**src/rtl/spi_frame_rx.sv**
```systemverilog
`default_nettype none
// ============================================================================
// Module   : spi_frame_rx
// Purpose  : SPI (mode 0, MSB first) frame receiver. Synchronises the MCU pins
//            into clk, assembles fixed-length frames, checks their length at
//            chip-select release and queues good frames in a FIFO that is
//            read through a valid/ready handshake.
// Revision : 1.0 - initial release
// ============================================================================
module spi_frame_rx #(
  parameter int PACKET_BYTES = 2,
  parameter int FIFO_DEPTH   = 4,
  parameter int SYNC_STAGES  = 2,
  localparam int c_FW = 8 * PACKET_BYTES,
  localparam int c_LW = $clog2(FIFO_DEPTH + 1)
) (
  input  logic            clk,
  input  logic            reset,
  input  logic            sck,
  input  logic            sdi,
  input  logic            cs,
  output logic [c_FW-1:0] frame_data,
  output logic            frame_valid,
  input  logic            frame_ready,
  output logic            frame_err,
  output logic            overflow,
  output logic [c_LW-1:0] fifo_level,
  output logic            busy
);

  // Bit counter must hold FW+1 so that overlength frames stay distinguishable.
  localparam int c_CW = $clog2(c_FW + 2);
  localparam int c_PW = $clog2(FIFO_DEPTH);
  localparam logic [c_CW-1:0] c_CNT_FULL = c_CW'(c_FW);
  localparam logic [c_CW-1:0] c_CNT_MAX  = c_CW'(c_FW + 1);
  localparam logic [c_LW-1:0] c_DEPTH    = c_LW'(FIFO_DEPTH);

  typedef enum logic [1:0] {
    S_IDLE  = 2'd0,
    S_SHIFT = 2'd1,
    S_CHECK = 2'd2
  } state_t;

  logic [SYNC_STAGES-1:0] r_sck_sync;
  logic [SYNC_STAGES-1:0] r_sdi_sync;
  logic [SYNC_STAGES-1:0] r_cs_sync;
  logic                   r_sck_prev;

  state_t                 r_state;
  logic [c_FW-1:0]        r_shift;
  logic [c_CW-1:0]        r_bit_cnt;
  logic                   r_frame_err;

  logic [c_FW-1:0]        r_mem [FIFO_DEPTH];
  logic [c_PW-1:0]        r_wr_ptr;
  logic [c_PW-1:0]        r_rd_ptr;
  logic [c_LW-1:0]        r_level;
  logic                   r_overflow;

  logic w_sck;
  logic w_sdi;
  logic w_cs;
  logic w_sck_rise;
  logic w_valid;
  logic w_full;
  logic w_push;
  logic w_pop;
  logic w_push_ok;

  assign w_sck      = r_sck_sync[SYNC_STAGES-1];
  assign w_sdi      = r_sdi_sync[SYNC_STAGES-1];
  assign w_cs       = r_cs_sync[SYNC_STAGES-1];
  assign w_sck_rise = w_sck & ~r_sck_prev;

  // Pin synchronisers; reset loads the idle bus state so no false edge or
  // false chip-select is seen right after reset.
  always_ff @(posedge clk) begin
    if (reset) begin
      r_sck_sync <= '0;
      r_sdi_sync <= '0;
      r_cs_sync  <= '1;
      r_sck_prev <= 1'b0;
    end else begin
      r_sck_sync <= {r_sck_sync[SYNC_STAGES-2:0], sck};
      r_sdi_sync <= {r_sdi_sync[SYNC_STAGES-2:0], sdi};
      r_cs_sync  <= {r_cs_sync[SYNC_STAGES-2:0], cs};
      r_sck_prev <= w_sck;
    end
  end

  // Frame assembly FSM: shift while selected, judge length for one cycle.
  always_ff @(posedge clk) begin
    if (reset) begin
      r_state     <= S_IDLE;
      r_shift     <= '0;
      r_bit_cnt   <= '0;
      r_frame_err <= 1'b0;
    end else begin
      r_frame_err <= 1'b0;
      case (r_state)
        S_IDLE: begin
          if (!w_cs) begin
            r_state   <= S_SHIFT;
            r_bit_cnt <= '0;
          end
        end
        S_SHIFT: begin
          if (w_sck_rise) begin
            r_shift <= {r_shift[c_FW-2:0], w_sdi};
            if (r_bit_cnt != c_CNT_MAX) begin
              r_bit_cnt <= r_bit_cnt + 1'b1;
            end
          end
          if (w_cs) begin
            r_state <= S_CHECK;
          end
        end
        S_CHECK: begin
          if (r_bit_cnt != c_CNT_FULL) begin
            r_frame_err <= 1'b1;
          end
          r_state <= S_IDLE;
        end
        default: r_state <= S_IDLE;
      endcase
    end
  end

  assign w_push    = (r_state == S_CHECK) && (r_bit_cnt == c_CNT_FULL);
  assign w_valid   = (r_level != '0);
  assign w_full    = (r_level == c_DEPTH);
  assign w_pop     = w_valid & frame_ready;
  assign w_push_ok = w_push & (~w_full | w_pop);

  // FIFO storage; contents need no reset since the level gates visibility.
  always_ff @(posedge clk) begin
    if (w_push_ok) begin
      r_mem[r_wr_ptr] <= r_shift;
    end
  end

  // FIFO pointers, occupancy and sticky overflow flag.
  always_ff @(posedge clk) begin
    if (reset) begin
      r_wr_ptr   <= '0;
      r_rd_ptr   <= '0;
      r_level    <= '0;
      r_overflow <= 1'b0;
    end else begin
      if (w_push_ok) begin
        r_wr_ptr <= r_wr_ptr + 1'b1;
      end
      if (w_pop) begin
        r_rd_ptr <= r_rd_ptr + 1'b1;
      end
      case ({w_push_ok, w_pop})
        2'b10:   r_level <= r_level + 1'b1;
        2'b01:   r_level <= r_level - 1'b1;
        default: r_level <= r_level;
      endcase
      if (w_push && !w_push_ok) begin
        r_overflow <= 1'b1;
      end
    end
  end

  assign frame_data  = w_valid ? r_mem[r_rd_ptr] : '0;
  assign frame_valid = w_valid;
  assign fifo_level  = r_level;
  assign frame_err   = r_frame_err;
  assign overflow    = r_overflow;
  assign busy        = (r_state != S_IDLE);

endmodule
`default_nettype wire

```
**config.mk**
```make
export PLATFORM = sky130hd
export DESIGN_NAME = spi_frame_rx
export DESIGN_NICKNAME = d
export VERILOG_FILES = /design/src/rtl/spi_frame_rx.sv
export SDC_FILE = /design/constraint.sdc
export NUM_CORES = 1
export LEC_CHECK = 0
export ABC_AREA = 1
export CAP_MARGIN = 20
export CORE_ASPECT_RATIO = 1.25
export CORE_MARGIN = 2
export CORE_UTILIZATION = 25
export DETAILED_ROUTE_END_ITERATION = 16
export PLACE_DENSITY = 0.47
export SYNTH_ARGS = -nofsm -noshare
export SYNTH_HDL_FRONTEND = slang
export SYNTH_SLANG_ARGS = --single-unit
export TNS_END_PERCENT = 50
```
**constraint.sdc**
```tcl
create_clock -name clk -period 3.3 [get_ports clk]
set_input_delay 0.66 -clock clk [delete_from_list [all_inputs] [get_ports clk]]
set_output_delay 0.66 -clock clk [all_outputs]
set_load 0.01 [all_outputs]
```
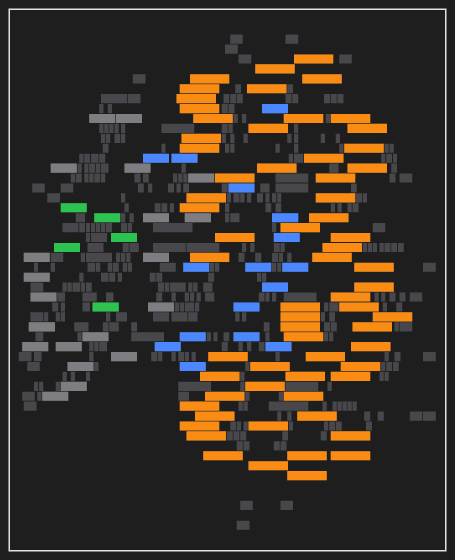
**Above:** run 1 (where the registers sit).
Orange marks r_mem, sequential cells 64. Blue marks r_shift, sequential cells 16, where center. Green marks r_bit_cnt, sequential cells 5, where middle left.
Another 20 sequential cells are not colored.

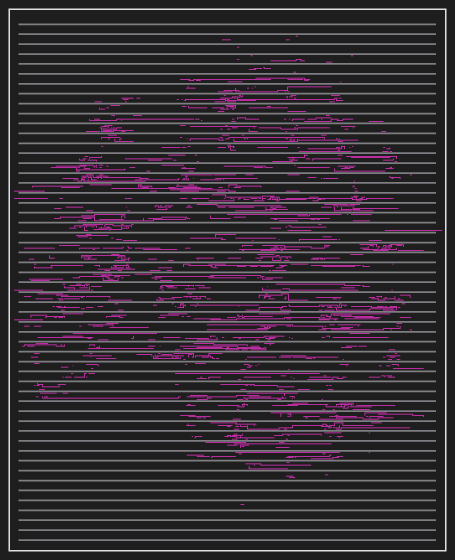
**Above:** run 1 (metal 1).
Supply wires on this layer in gray.
The longest straight run is 39.6 um. The layer carries 3720 um of wire. The wires run mostly horizontal.

==> impl_metrics.csv, run 1 <==
group,metric,value,unit
yosys,async_flop_share,0,%
placed_design,dp.cells,645,
min_path,min_to,"r_sck_sync[1]",
routing,wl_met2,4320,um
timing,tightest_slew,0.416,ns
cells_and_area,fin_cells,661,
grt,grt_overflow,0,
yosys,logic_family,"simple AND/OR/NAND/NOR gates",
cells_and_area,n_all_inverters,33,
yosys,top_cell_area_share,46.3,%
setup_path,critPathKind,"reg -> out",
timing,hold_slack,0.402,ns
min_path,min_path_type,"reg -> reg",
routing,wl,8390,um
cells_and_area,final_util,30.9,%
timing,relSlewSlack,72.2,%
setup_path,cp.arrival,2.15,ns
floorplanning,n_tap_cell,216,
yosys,netlist_instances,407,
power_and_ir_drop,pg_comb,0.799,mW
yosys,syn_avg_cell_area,10.2,sq um
cells_and_area,layout_top_cell,"nor2_1",
cells_and_area,clk_share,6.21,%
cells_and_area,signal_buffers,38,
cells_and_area,logic_gates,253,
run_status,status,"finished clean",
cells_and_area,antenna_cells,0,
min_path,min_from,"r_sck_sync[0]",
grt,grt_pass1_vias,2782,
yosys,ys_sh_aoi,9.46,%
timing,period_used_share,85.1,%
clocking,clkTransAtPathRegs,0.06,ns
yosys,yosysUniqueCellTypes,29,
floorplanning,fp_util,25.6,%
clocking,h-tree-depth,3,
timing,max_freq,356,MHz
routing,num_vias,2770,
placed_design,globalplace.congestion,0.731,
cells_and_area,final-comb-area,1210,sq um
setup_path,rrSetupSlack,1.40,ns
grt,antenna_found_initial,0,
setup_path,cp-endpoint,"frame_data[15]",
power_and_ir_drop,p_leak,1.88,nW
yosys,simple_gate_share,16.8,%
routing,m1WireLength,3720,um
clocking,cts.sinks,105,
yosys,ys.flop_type,"edfxtp_1",
yosys,synth-warning-count,0,
yosys,edf_count,64,
setup_path,critPathRequiredTime,2.64,ns
yosys,synth_area,4150,sq um
power_and_ir_drop,p_int,2.42,mW
power_and_ir_drop,power_clock,1.10,mW
power_and_ir_drop,p_per_area,669,nW/um^2
cells_and_area,lay_top_cells,"nor2_1 (120), edfxtp_1 (64), dfxtp_1 (41), o21ai_0 (31), clkdlybuf4s50_1 (28)",
placed_design,dp_hpwl,5570,um
grt,track_usage,10.3,%
cells_and_area,drive_above_1_share,9.21,%
clocking,cts_root_buffer,"clkbuf_16",
yosys,synth_stat.cells,407,
grt,use_met1,12.5,%
cells_and_area,n_fill_cell,1644,
routing,drtIter0Drc,191,
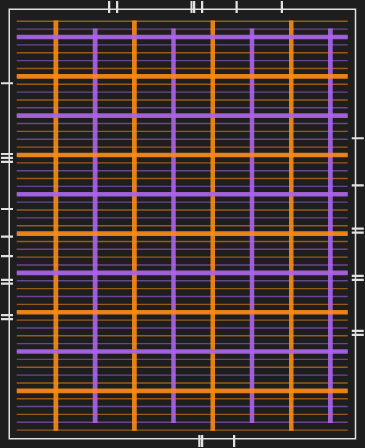
**Above:** run 1 (floorplan with the power grid).
Pins as bars on the die edge.
Purple marks VDD. Orange marks VSS.
10 straps on met5. 53 met1 rails follow the rows. 29 signal pins sit on the boundary.
die width: 119 um
core area: 16200 sq um

**Run 1: clock wiring as the flow saved it**

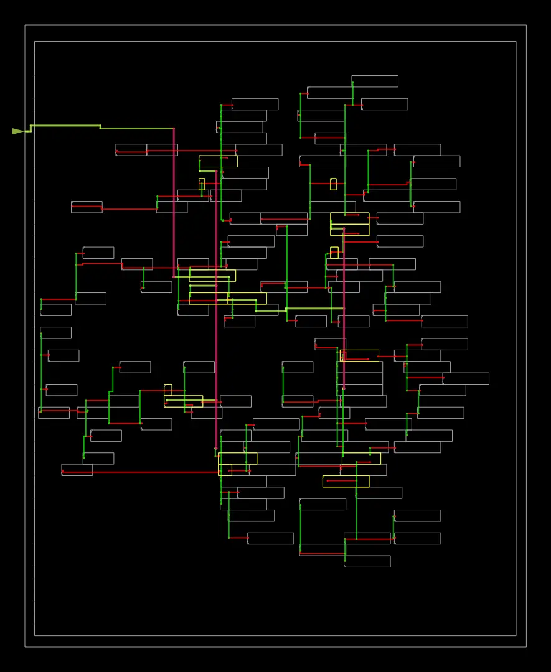

--- run 2 (diff from run 1) ---
--- a/config.mk
+++ b/config.mk
@@ -11,7 +11,7 @@
 export CORE_MARGIN = 2
 export CORE_UTILIZATION = 25
 export DETAILED_ROUTE_END_ITERATION = 16
-export PLACE_DENSITY = 0.47
+export PLACE_DENSITY = 0.49
 export SYNTH_ARGS = -nofsm -noshare
 export SYNTH_HDL_FRONTEND = slang
 export SYNTH_SLANG_ARGS = --single-unit
==> constraint.sdc (replaced) <==
create_clock -name clk -period 2.55 [get_ports clk]
set_input_delay 0.51 -clock clk [delete_from_list [all_inputs] [get_ports clk]]
set_output_delay 0.51 -clock clk [all_outputs]
set_load 0.01 [all_outputs]
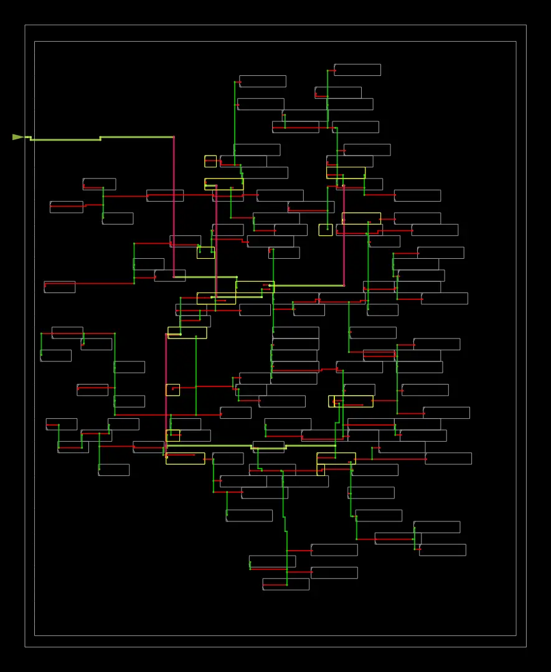
**Above:** run 2 (clock wiring as the flow saved it).
clk_lat worst skew: 0.35 ns
clkbuf count: 10
flop count: 105

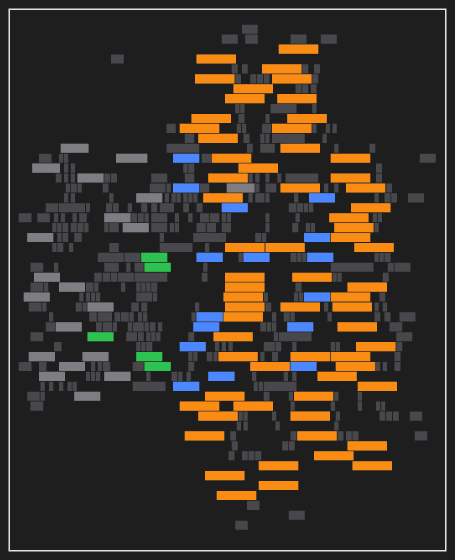
**Above:** run 2 (where the registers sit).
sequential power: 1.89 mW
post-layout util: 31.6%
flop share of the area: 53.8%
register area: 2750 sq um

==> impl_metrics.csv, run 2 <==
group,metric,value,unit
job,maxCapViolCount,0,
yosys,ys_sh_aoi,9.46,%
cells_and_area,antenna_cells,0,
grt,use_met1,12.3,%
timing,relSlewSlack,73.9,%
yosys,simple_gate_share,16.8,%
cells_and_area,drive_above_1_share,11.9,%
setup_path,critPathKind,"reg -> out",
timing,setup_viol,0,
routing,wl,8760,um
cells_and_area,signal_buffers,45,
cells_and_area,lay_top_cells,"nor2_1 (120), edfxtp_1 (64), dfxtp_1 (37), o21ai_0 (31), inv_1 (26)",
yosys,yosysUniqueCellTypes,29,
clocking,cts.sinks,105,
floorplanning,n_tap_cell,216,
floorplanning,fp_util,25.6,%
placed_design,place_ws,0.338,ns
power_and_ir_drop,p_leak,2.08,nW
yosys,synth_area,4150,sq um
yosys,edf_count,64,
grt,antenna_found_initial,0,
cells_and_area,logic_gates,253,
yosys,synth_seq_share,66.1,%
timing,period_used_share,95.6,%
cells_and_area,clk_share,5.46,%
routing,wl_met2,4510,um
yosys,synth-warning-count,0,
timing,hold_slack,0.402,ns
yosys,async_flop_share,0,%
yosys,netlist_instances,407,
floorplanning,die_w,119,um
run_status,status,"finished clean",
routing,num_vias,2783,
routing,m1WireLength,3870,um
cells_and_area,n_fill_cell,1663,
yosys,synth_stat.cells,407,
routing,drtIter0Drc,99,
setup_path,rrSetupSlack,0.60,ns
placed_design,dp_hpwl,5680,um
grt,grt_overflow,0,
clocking,h-tree-depth,3,
min_path,min_to,"r_cs_sync[1]",
power_and_ir_drop,pg_comb,1.12,mW
clocking,cts_root_buffer,"clkbuf_16",
grt,grt_pass1_vias,2833,
power_and_ir_drop,p_per_area,844,nW/um^2
clocking,clkTransAtPathRegs,0.07,ns
yosys,synthMostInstantiatedCell,"nor2_1",
setup_path,cp-endpoint,"frame_data[0]",
yosys,logic_family,"simple AND/OR/NAND/NOR gates",
power_and_ir_drop,power_clock,1.32,mW
timing,max_freq,410,MHz
cells_and_area,layout_top_cell,"nor2_1",
setup_path,cp.arrival,1.93,ns
setup_path,critPathRequiredTime,2.04,ns
yosys,top_cell_area_share,46.3,%
cells_and_area,final-comb-area,1210,sq um
cells_and_area,n_all_inverters,33,
**Run 2: gate families picked out**

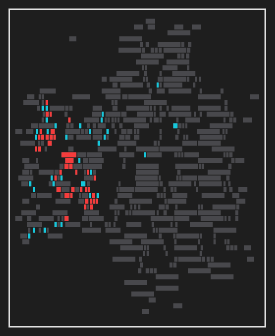

--- run 3 (diff from run 2) ---
--- a/config.mk
+++ b/config.mk
@@ -11,6 +11,7 @@
 export CORE_MARGIN = 2
 export CORE_UTILIZATION = 25
 export DETAILED_ROUTE_END_ITERATION = 16
+export GPL_TIMING_DRIVEN = 0
 export PLACE_DENSITY = 0.49
 export SYNTH_ARGS = -nofsm -noshare
 export SYNTH_HDL_FRONTEND = slang
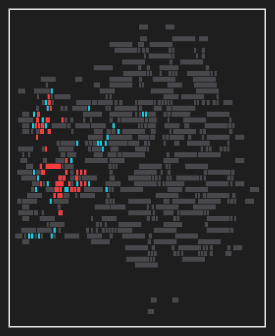
**Above:** run 3 (gate families picked out).
Red marks NAND gates, cells 38, most used nand2_1, where middle left. Cyan marks inverters, cells 33, most used inv_1.

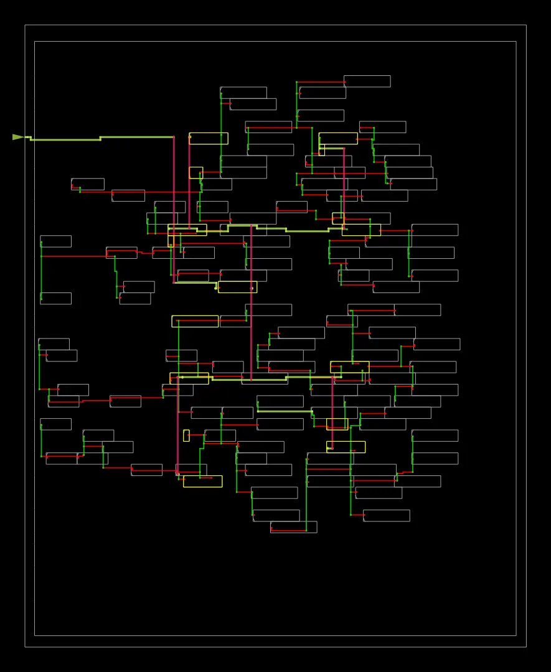
**Above:** run 3 (clock wiring as the flow saved it).
clkbuf count: 11
final clock skew: 0.00767 ns
number of buffers created by CTS: 9
Clk. pwr: 1.38 mW

==> impl_metrics.csv, run 3 <==
group,metric,value,unit
clocking,h-tree-depth,3,
timing,setup_viol,0,
cells_and_area,layout_top_cell,"nor2_1",
clocking,cts_root_buffer,"clkbuf_16",
cells_and_area,signal_buffers,47,
routing,drc_errors,0,
grt,grt_overflow,0,
yosys,synth_area,4150,sq um
setup_path,cp.arrival,1.94,ns
yosys,synthMostInstantiatedCell,"nor2_1",
yosys,synth_seq_share,66.1,%
timing,relSlewSlack,64.1,%
power_and_ir_drop,p_per_area,850,nW/um^2
min_path,min_to,"r_sdi_sync[1]",
routing,num_vias,2775,
grt,grt_pass1_vias,2795,
floorplanning,n_tap_cell,216,
cells_and_area,largest_reg_flops,64,
routing,postRouteAntennaNets,0,
power_and_ir_drop,pg_comb,1.11,mW
grt,antenna_found_initial,0,
cells_and_area,lay_top_cells,"nor2_1 (116), edfxtp_1 (64), dfxtp_1 (39), o21ai_0 (31), inv_1 (25)",
yosys,logic_family,"simple AND/OR/NAND/NOR gates",
timing,setup_tns,0,ns
cells_and_area,clk_share,5.79,%
floorplanning,die_w,119,um
routing,m1WireLength,3810,um
yosys,ys_sh_aoi,9.46,%
yosys,simple_gate_share,16.8,%
cells_and_area,seq_area,2750,sq um
yosys,syn-num-nets,421,
floorplanning,fp_util,25.6,%
power_and_ir_drop,p_leak,2.09,nW
routing,wl,8660,um
cells_and_area,final_util,31.6,%
timing,hold_slack,0.406,ns
cells_and_area,sh_seq_area,53.6,%
power_and_ir_drop,pg_seq,1.87,mW
timing,max_freq,409,MHz
timing,period_used_share,96.0,%
grt,use_met1,12.6,%
placed_design,dp_hpwl,5840,um
yosys,synth_stat.cells,407,
clocking,clkTransAtPathRegs,0.07,ns
clocking,clk_latency,0.35,ns
cells_and_area,n_fill_cell,1690,
routing,wl_met3,324,um
yosys,synth-warning-count,0,
setup_path,critPathKind,"reg -> out",
run_status,status,"finished clean",
setup_path,critPathRequiredTime,2.04,ns
job,maxCapViolCount,0,
placed_design,place_ws,-0.0767,ns
routing,drtIter0Drc,179,
setup_path,rrSetupSlack,0.37,ns
yosys,top_cell_area_share,46.3,%
grt,busiest_layer,"met2",
yosys,edf_count,64,
routing,top_layer_used,"met4",
yosys,yosysUniqueCellTypes,29,
cells_and_area,n_all_inverters,33,
yosys,async_flop_share,0,%
cells_and_area,drive_above_1_share,11.9,%
yosys,netlist_instances,407,
power_and_ir_drop,power_leader,"sequential cells",
cells_and_area,antenna_cells,0,
timing,setup_ws,0.103,ns
clocking,cts.sinks,105,
cells_and_area,ff_count,105,
setup_path,cp-endpoint,"frame_data[5]",
No activity file was given, so power comes from the tool's default toggle rates.
